## config.mk

```make
export PLATFORM = sky130hd
export DESIGN_NAME = fetch_ctrl_flat
export DESIGN_NICKNAME = d
export VERILOG_FILES = /design/src/rtl/fetch_ctrl_if.sv /design/src/rtl/fetch_ctrl.sv /design/src/flat_wrapper.sv
export SDC_FILE = /design/constraint.sdc
export NUM_CORES = 1
export LEC_CHECK = 0
export CAP_MARGIN = 10
export CORE_MARGIN = 2
export CORE_UTILIZATION = 39
export CTS_CLUSTER_DIAMETER = 150
export DETAILED_ROUTE_END_ITERATION = 16
export HOLD_SLACK_MARGIN = 0.03
export PLACE_DENSITY = 0.87
export SKIP_CTS_REPAIR_TIMING = 1
export SLEW_MARGIN = 40
export SYNTH_ARGS = -nofsm -noshare
export SYNTH_HDL_FRONTEND = slang
export SYNTH_SLANG_ARGS = --single-unit
```

## constraint.sdc

```tcl
create_clock -name clk -period 2.4 [get_ports clk]
set_clock_uncertainty 0.15 [all_clocks]
set_input_delay 0.48 -clock clk [delete_from_list [all_inputs] [get_ports clk]]
set_output_delay 0.48 -clock clk [all_outputs]
set_load 0.02 [all_outputs]
```

## src/rtl/fetch_ctrl_if.sv

```systemverilog
`default_nettype none
// ============================================================================
// Module   : fetch_ctrl_if
// Brief    : Bundles the fetch controller's control inputs, instruction-memory
//            port and IF/ID outputs into one interface.
// Revision : 1.0 - initial release
// ============================================================================
interface fetch_ctrl_if #(
    parameter int ADDR_W = 7
);
    logic              stall;
    logic              redirect;
    logic [ADDR_W-1:0] redirect_pc;
    logic [ADDR_W-1:0] imem_addr;
    logic [31:0]       imem_data;
    logic [31:0]       if_instr;
    logic [ADDR_W-1:0] if_pc4;
    logic              if_valid;
    logic              halted;
    logic [15:0]       fetch_count;

    // Fetch controller side
    modport master (
        input  stall, redirect, redirect_pc, imem_data,
        output imem_addr, if_instr, if_pc4, if_valid, halted, fetch_count
    );

    // Pipeline / memory environment side
    modport slave (
        output stall, redirect, redirect_pc, imem_data,
        input  imem_addr, if_instr, if_pc4, if_valid, halted, fetch_count
    );
endinterface
`default_nettype wire

```

## src/rtl/fetch_ctrl.sv

```systemverilog
`default_nettype none
// ============================================================================
// Module   : fetch_ctrl
// Brief    : Instruction fetch controller with PC, IF/ID register, stall,
//            redirect and end-of-program halt; counts delivered instructions.
// Revision : 1.0 - initial release
// ============================================================================
module fetch_ctrl #(
    parameter int ADDR_W    = 7,
    parameter int NUM_INSTR = 30
) (
    input  logic         clk,
    input  logic         reset,
    fetch_ctrl_if.master bus
);

    // The PC is kept as a word index so the byte address is always aligned.
    localparam logic [ADDR_W-2:0] c_END_WORD = (ADDR_W-1)'(NUM_INSTR);
    localparam logic [ADDR_W-2:0] c_ONE      = (ADDR_W-1)'(1);

    typedef enum logic [0:0] {
        RUN  = 1'b0,
        HALT = 1'b1
    } state_t;

    state_t            r_state,       w_state_nxt;
    logic [ADDR_W-3:0] r_pc_word,     w_pc_word_nxt;
    logic [31:0]       r_if_instr,    w_if_instr_nxt;
    logic [ADDR_W-1:0] r_if_pc4,      w_if_pc4_nxt;
    logic              r_if_valid,    w_if_valid_nxt;
    logic [15:0]       r_fetch_count, w_fetch_count_nxt;

    // One extra bit so the end compare sees PC+4 before any modulo wrap.
    logic [ADDR_W-2:0] w_pc_inc;
    logic [ADDR_W-3:0] w_tgt_word;
    logic              w_pc_inc_end;
    logic              w_tgt_end;
    logic              w_unused_rpc;

    assign w_pc_inc     = {1'b0, r_pc_word} + c_ONE;
    assign w_pc_inc_end = (w_pc_inc >= c_END_WORD);
    assign w_tgt_word   = bus.redirect_pc[ADDR_W-1:2];
    assign w_tgt_end    = ({1'b0, w_tgt_word} >= c_END_WORD);
    // Redirect targets are forced to word alignment; the byte offset is dropped.
    assign w_unused_rpc = ^bus.redirect_pc[1:0];

    // Next-state and IF/ID update: redirect first, then RUN fetch/stall, HALT idle.
    always_comb begin
        w_state_nxt       = r_state;
        w_pc_word_nxt     = r_pc_word;
        w_if_instr_nxt    = r_if_instr;
        w_if_pc4_nxt      = r_if_pc4;
        w_if_valid_nxt    = r_if_valid;
        w_fetch_count_nxt = r_fetch_count;

        if (bus.redirect) begin
            w_pc_word_nxt  = w_tgt_word;
            w_if_valid_nxt = 1'b0;
            w_state_nxt    = w_tgt_end ? HALT : RUN;
        end else begin
            case (r_state)
                RUN: begin
                    if (!bus.stall) begin
                        w_if_instr_nxt = bus.imem_data;
                        w_if_pc4_nxt   = {w_pc_inc[ADDR_W-3:0], 2'b00};
                        w_if_valid_nxt = 1'b1;
                        w_pc_word_nxt  = w_pc_inc[ADDR_W-3:0];
                        if (r_fetch_count != 16'hFFFF) begin
                            w_fetch_count_nxt = r_fetch_count + 16'd1;
                        end
                        if (w_pc_inc_end) begin
                            w_state_nxt = HALT;
                        end
                    end
                end
                HALT: begin
                    w_if_valid_nxt = 1'b0;
                end
                default: begin
                    w_state_nxt = RUN;
                end
            endcase
        end
    end

    // State, PC and IF/ID registers with synchronous reset.
    always_ff @(posedge clk) begin
        if (reset) begin
            r_state       <= RUN;
            r_pc_word     <= '0;
            r_if_instr    <= '0;
            r_if_pc4      <= '0;
            r_if_valid    <= 1'b0;
            r_fetch_count <= '0;
        end else begin
            r_state       <= w_state_nxt;
            r_pc_word     <= w_pc_word_nxt;
            r_if_instr    <= w_if_instr_nxt;
            r_if_pc4      <= w_if_pc4_nxt;
            r_if_valid    <= w_if_valid_nxt;
            r_fetch_count <= w_fetch_count_nxt;
        end
    end

    assign bus.imem_addr   = {r_pc_word, 2'b00};
    assign bus.if_instr    = r_if_instr;
    assign bus.if_pc4      = r_if_pc4;
    assign bus.if_valid    = r_if_valid;
    assign bus.halted      = (r_state == HALT);
    assign bus.fetch_count = r_fetch_count;

endmodule
`default_nettype wire

```

## src/flat_wrapper.sv

```systemverilog
// flat-port wrapper written by rule: the top's interface ports become plain ports
module fetch_ctrl_flat 
#(
    parameter int ADDR_W    = 7,
    parameter int NUM_INSTR = 30
)
  (clk, reset, bus_stall, bus_redirect, bus_redirect_pc, bus_imem_data, bus_imem_addr, bus_if_instr, bus_if_pc4, bus_if_valid, bus_halted, bus_fetch_count);
  fetch_ctrl_if #(.ADDR_W(ADDR_W)) bus_i ();
  input  logic clk;
  input  logic reset;
  input wire logic [$bits(bus_i.stall)-1:0] bus_stall;
  input wire logic [$bits(bus_i.redirect)-1:0] bus_redirect;
  input wire logic [$bits(bus_i.redirect_pc)-1:0] bus_redirect_pc;
  input wire logic [$bits(bus_i.imem_data)-1:0] bus_imem_data;
  output wire logic [$bits(bus_i.imem_addr)-1:0] bus_imem_addr;
  output wire logic [$bits(bus_i.if_instr)-1:0] bus_if_instr;
  output wire logic [$bits(bus_i.if_pc4)-1:0] bus_if_pc4;
  output wire logic [$bits(bus_i.if_valid)-1:0] bus_if_valid;
  output wire logic [$bits(bus_i.halted)-1:0] bus_halted;
  output wire logic [$bits(bus_i.fetch_count)-1:0] bus_fetch_count;
  assign bus_i.stall = bus_stall;
  assign bus_i.redirect = bus_redirect;
  assign bus_i.redirect_pc = bus_redirect_pc;
  assign bus_i.imem_data = bus_imem_data;
  assign bus_imem_addr = bus_i.imem_addr;
  assign bus_if_instr = bus_i.if_instr;
  assign bus_if_pc4 = bus_i.if_pc4;
  assign bus_if_valid = bus_i.if_valid;
  assign bus_halted = bus_i.halted;
  assign bus_fetch_count = bus_i.fetch_count;
  fetch_ctrl #(.ADDR_W(ADDR_W), .NUM_INSTR(NUM_INSTR)) u_core (.clk(clk), .reset(reset), .bus(bus_i));
endmodule
```

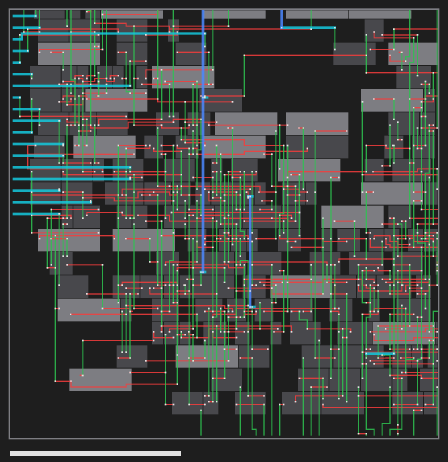
(run_1/zoom.png)
Bar = 20 um. Region (0, 0) to (50, 50) um. Cells in grey, sequential cells in the stronger grey; small squares are vias.
- met4: blue
- met1: red
- met3: cyan
- met2: green
- netlist names of flops here include: u_core.bus.fetch_count (5), u_core.r_pc_word (5), u_core.bus.if_pc4 (4)
- sequential cells in the window: 19
- most frequent: clkdlybuf4s50_1 (31), dfxtp_1 (19), nor2_1 (14)
- cells with their middle in the window: 153

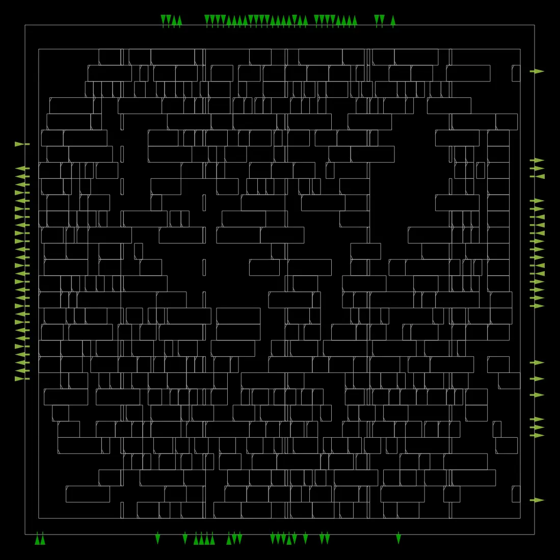
(run_1/final_placement.png)
number of cell rows: 29
Fillers: 574

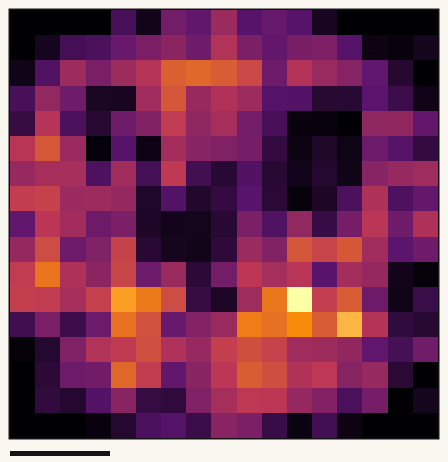
(run_1/wire_density.png)
Bar = 20 um. 17 x 17 tiles, from black (low) to pale yellow (high), scaled to the fullest tile. Values are wire area over tile area, all layers added.
- emptiest ninth of the die: north-east
- nearly empty tiles: 9.0%
- mean over tiles: 0.15
- tiles over half the peak: 16%
- fullest tile: 0.51

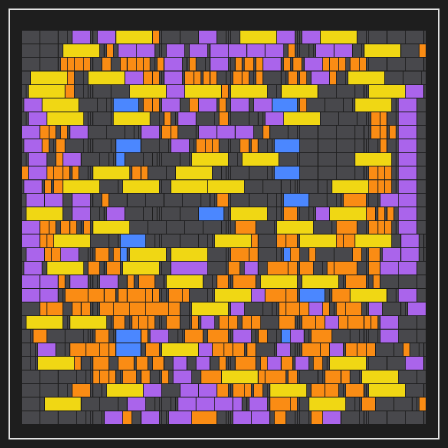
(run_1/cell_classes.png)
Fill, decap, tap and diode cells in grey.
- other buffers and delay cells: purple (cells 117; share of their area 30%)
- flip-flops: yellow (cells 60; share of their area 31%)
- all other logic: orange (cells 236; share of their area 35%)
- clock drivers and dummy loads: blue (cells 15; share of their area 4.4%)
share of the core filled with cells: 61.52%
post-route design area: 3929 um2

==> impl_metrics.tcl, run 1 <==
# place-and-route summary
set metrics [dict create \
    floorplan.tapcells 77 \
    placed_area_um2 3735 \
    final.hold.worst_slack_ps 302.5 \
    die_y_um 85.65 \
    globalRouteMet2Util_pct 33.31 \
    cp_cell_sequence "clkdlybuf4s50_1 > or4b_4 > or3_4 > or4b_1 > a21oi_1" \
    n_sequential_cell 60 \
    place_hpwl_um 4886 \
    antenna_found_initial 0 \
    pwr_density_cell_nw_per_um2 559.2 \
    yosys_warns 0 \
    p_clk_share_pct 35.8 \
    setup_viol 0 \
    detail_route_met2_wl_um 3665 \
    mostFrequentLayoutCells "sky130_fd_sc_hd__clkdlybuf4s50_1, sky130_fd_sc_hd__nand2_1, sky130_fd_sc_hd__dfxtp_1, sky130_fd_sc_hd__a21oi_1, sky130_fd_sc_hd__nor2_1" \
    htree_num_levels 3 \
    distinct_cell_type_count_after_synthesis 40 \
    worstSetupPathType "input port to register" \
    edf_count 0 \
    result_of_the_run "finished, final reports clean" \
    via_count_of_the_first_global_routing_pass 2474 \
    post_synthesis_cell_count 317 \
    power.internal_mw 1.634 \
    simple_gate_area_share_pct 25.07 \
    max_freq_ghz 0.4246 \
    area_growth_syn_to_layout_pct 51.11 \
    fin_setup_tns_ps 0 \
    highest_metal_layer_with_signal_wires "met4" \
    fraction_of_area_in_multi_input_gates_pct 33.22 \
    initial_utilization_pct 40.71 \
    cp_slowest_stage_delay_ps 530 \
    placement.io_buffers 100 \
    met3_wirelength_um 343 \
    synthArstFlopShare_pct 0 \
    grt_start_max_net_pins 37 \
    clk-power_uw 787 \
    tritoncts_clock_tree "yes" \
    syn-mean-instance-area_um2 8.202 \
    crit_path_top_delay_cell "sky130_fd_sc_hd__or4b_4" \
    finalPower_mw 2.197 \
    worstSetupStartpointType "input port" \
    cts-buffers-inserted 9 \
    top_area_cell_class "logic gates" \
    layout.cells.most_common "sky130_fd_sc_hd__clkdlybuf4s50_1" \
    nNetsFinal 470 \
    seq_share_pct 30.57 \
    nonClkBufAreaFrac_pct 28.98 \
    met1_usage_pct 21.28 \
    count_of_routing_violations_after_the_opening_detailed_route_iteration 111 \
]
[run 1: worst paths after layout]
check,startpoint,depth (start not counted),slack (ps),to
max,bus_stall,5,40,u_core.bus.fetch_count[13]
min,u_core.bus.if_instr[21],2,300,u_core.bus.if_instr[21]
max reg2reg,u_core.bus.fetch_count[0],5,250,u_core.bus.fetch_count[10]
min reg2reg,u_core.bus.if_instr[21],2,300,u_core.bus.if_instr[21]
[run 1: registers in the layout, indices dropped and copies added (netlist names)]
name,cells
u_core.bus.fetch_count,16
u_core.bus.if_instr,32
u_core.bus.halted,1
u_core.r_pc_word,5
u_core.bus.if_valid,1
u_core.bus.if_pc4,5
[run 1: cell usage after synthesis (4+ instances only)]
| library cell | number | share of area, % |
|---|---|---|
| sky130_fd_sc_hd__nand4_1 | 5 | 1.2 |
| sky130_fd_sc_hd__dfxtp_1 | 60 | 46 |
| sky130_fd_sc_hd__buf_4 | 4 | 1.2 |
| sky130_fd_sc_hd__inv_1 | 5 | 0.72 |
| sky130_fd_sc_hd__nand3_1 | 8 | 1.5 |
| sky130_fd_sc_hd__nand2_1 | 69 | 10 |
| sky130_fd_sc_hd__nor2_1 | 20 | 2.9 |
| sky130_fd_sc_hd__a211oi_1 | 8 | 2.3 |
| sky130_fd_sc_hd__mux2_2 | 7 | 3.0 |
| sky130_fd_sc_hd__o31ai_1 | 4 | 1.2 |
| sky130_fd_sc_hd__xor2_1 | 6 | 2.0 |
| sky130_fd_sc_hd__nor3_1 | 8 | 1.5 |
| sky130_fd_sc_hd__clkbuf_1 | 16 | 2.3 |
| sky130_fd_sc_hd__or3_1 | 4 | 0.96 |
| sky130_fd_sc_hd__a21oi_1 | 47 | 9.0 |
| sky130_fd_sc_hd__nor2b_1 | 8 | 1.9 |
## Run 2: what changed since run 1
HOLD_SLACK_MARGIN = default   (was 0.03)
clock period = 2.1 ns   (was 2.4 ns; I/O delays follow)
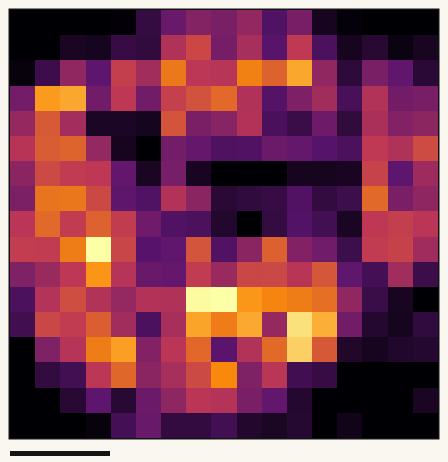
(run_2/wire_density.png)
Bar = 20 um. 17 x 17 tiles, from black (low) to pale yellow (high), scaled to the fullest tile. Values are wire area over tile area, all layers added.
- emptiest ninth of the die: south-east
- tiles over half the peak: 25%
- mean over tiles: 0.15
final routed wirelength across all metal layers: 6552 um
DR WL/cell: 12.82 um
global routing usage summed across all routing layers: 18.30%
total via count after detailed routing: 2589

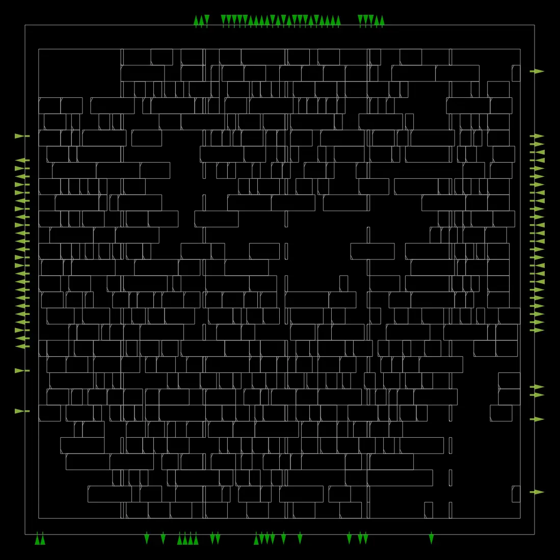
(run_2/final_placement.png)
Fillers: 559
sequential cell area share: 30.10%
CORE AREA: 6386 um2
share of the core filled with cells: 62.56%

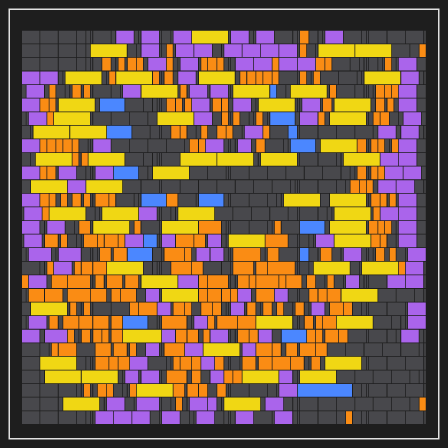
(run_2/cell_classes.png)
Fill, decap, tap and diode cells in grey.
- flip-flops: yellow (cells 60; share of their area 31%)
- all other logic: orange (cells 236; share of their area 34%)
- clock drivers and dummy loads: blue (cells 16; share of their area 5.2%)
- other buffers and delay cells: purple (cells 122; share of their area 30%)
post-route design area: 3995 um2

==> run 2 against run 1 <==
Net effect: the run now ends with negative setup slack left; core utilization is 1.0 points higher; worst hold slack is essentially flat; design area is 1.7% higher; clock-buffer cell count decreased by 1; combinational power increased by 14%; cell count is 1.2% higher; via count is 0.27% lower; critical path depth is 1 lower.
==> impl_metrics.tcl, run 2 <==
# place-and-route summary
set metrics [dict create \
    cp_slowest_stage_delay_ps 550 \
    ff2ff_setup_slack_ps -1 \
    antenna_found_initial 0 \
    result_of_the_run "complete, but fails checks" \
    nNetsFinal 475 \
    initial_utilization_pct 40.71 \
    final_critical_path_setup_slack_ps -1.213 \
    worstSetupStartpointType "register" \
    grt_start_max_net_pins 43 \
    syn-mean-instance-area_um2 8.202 \
    layout.cells.most_common "sky130_fd_sc_hd__clkdlybuf4s50_1" \
    post_synthesis_cell_count 317 \
    rows 29 \
    synth.largest_area_cell "sky130_fd_sc_hd__dfxtp_1" \
    violated_checks "negative setup slack" \
    synth_dominant_cell_count "sky130_fd_sc_hd__nand2_1" \
    final.hold.worst_slack_ps 302.5 \
    setup_viol 1 \
    highest_metal_layer_with_signal_wires "met4" \
    edf_count 0 \
    worstSetupPathType "register to register" \
    synthArstFlopShare_pct 0 \
    simple_gate_area_share_pct 25.07 \
    synth.top_cells.by_count "sky130_fd_sc_hd__nand2_1, sky130_fd_sc_hd__dfxtp_1, sky130_fd_sc_hd__a21oi_1, sky130_fd_sc_hd__nor2_1, sky130_fd_sc_hd__clkbuf_1" \
    via_count_of_the_first_global_routing_pass 2463 \
    power.internal_mw 1.993 \
    mostFrequentLayoutCells "sky130_fd_sc_hd__clkdlybuf4s50_1, sky130_fd_sc_hd__nand2_1, sky130_fd_sc_hd__dfxtp_1, sky130_fd_sc_hd__a21oi_1, sky130_fd_sc_hd__buf_4" \
    area_growth_syn_to_layout_pct 53.66 \
    pwr_density_cell_nw_per_um2 662.4 \
    cts-buffers-inserted 9 \
    largest_register_ffs 32 \
    yosys_warns 0 \
    post_synth_main_area_contributors "sky130_fd_sc_hd__dfxtp_1, sky130_fd_sc_hd__nand2_1, sky130_fd_sc_hd__a21oi_1" \
    finalPower_mw 2.646 \
    htree_num_levels 3 \
    globalRouteMet2Util_pct 30.89 \
    placed_area_um2 3775 \
    placement.io_buffers 100 \
    post-synth-top-area-fraction_pct 46.20 \
    count_of_routing_violations_after_the_opening_detailed_route_iteration 118 \
    max_freq_ghz 0.4759 \
    place_hpwl_um 4787 \
    distinct_cell_type_count_after_synthesis 40 \
]
==> run 2: power by group through the flow <==
stage	combinational, mW	clock (mW)	sequential [mW]
after floorplan	0.138	0	1.30
after detailed placement	0.391	0	1.24
after global placement	0.386	0	1.24
after global routing	0.423	1.13	1.22
after CTS	0.393	1.07	1.22
final	0.390	1.04	1.22
==> run 2: cells by family (layout without fill, tap and decap cells) <==
kind of cell    after synthesis  in the layout
other cells                   1              4
compound gates               70             70
fa+ha+maj                     3              3
mux                          10             10
flops                        60             60
simple gates                137            137
xor+xnor                      7              7
buf+inv                      29            143
==> run 2: path summary, 6_finish.rpt <==
kind / from / endpoint / depth (start not counted)
min: u_core.bus.if_instr[20] / u_core.bus.if_instr[20] / 2
max: u_core.bus.halted / u_core.bus.fetch_count[13] / 4
max reg2reg: u_core.bus.halted / u_core.bus.fetch_count[13] / 4
min reg2reg: u_core.bus.if_instr[20] / u_core.bus.if_instr[20] / 2
==> run 2: area by class of cell <==
| class | count | area (um2) | share of cell area [%] |
|---|---|---|---|
| Clock buffer | 12 | 155.1 | 3.884 |
| Clock inverter | 4 | 47.55 | 1.190 |
| Inverter | 5 | 18.77 | 0.4698 |
| Multi-Input combinational cell | 231 | 1300 | 32.54 |
| Sequential cell | 60 | 1202 | 30.10 |
| Tap cell | 77 | 96.34 | 2.412 |
| Timing Repair Buffer | 122 | 1175 | 29.41 |
==> run 2: tightest hold or removal path, cell delays in order (launching register included) <==
cell and delay [ps]:
sky130_fd_sc_hd__dfxtp_1 310, sky130_fd_sc_hd__nand2_1 50, sky130_fd_sc_hd__a21oi_1 50
No activity file was given, so power comes from the tool's default toggle rates.
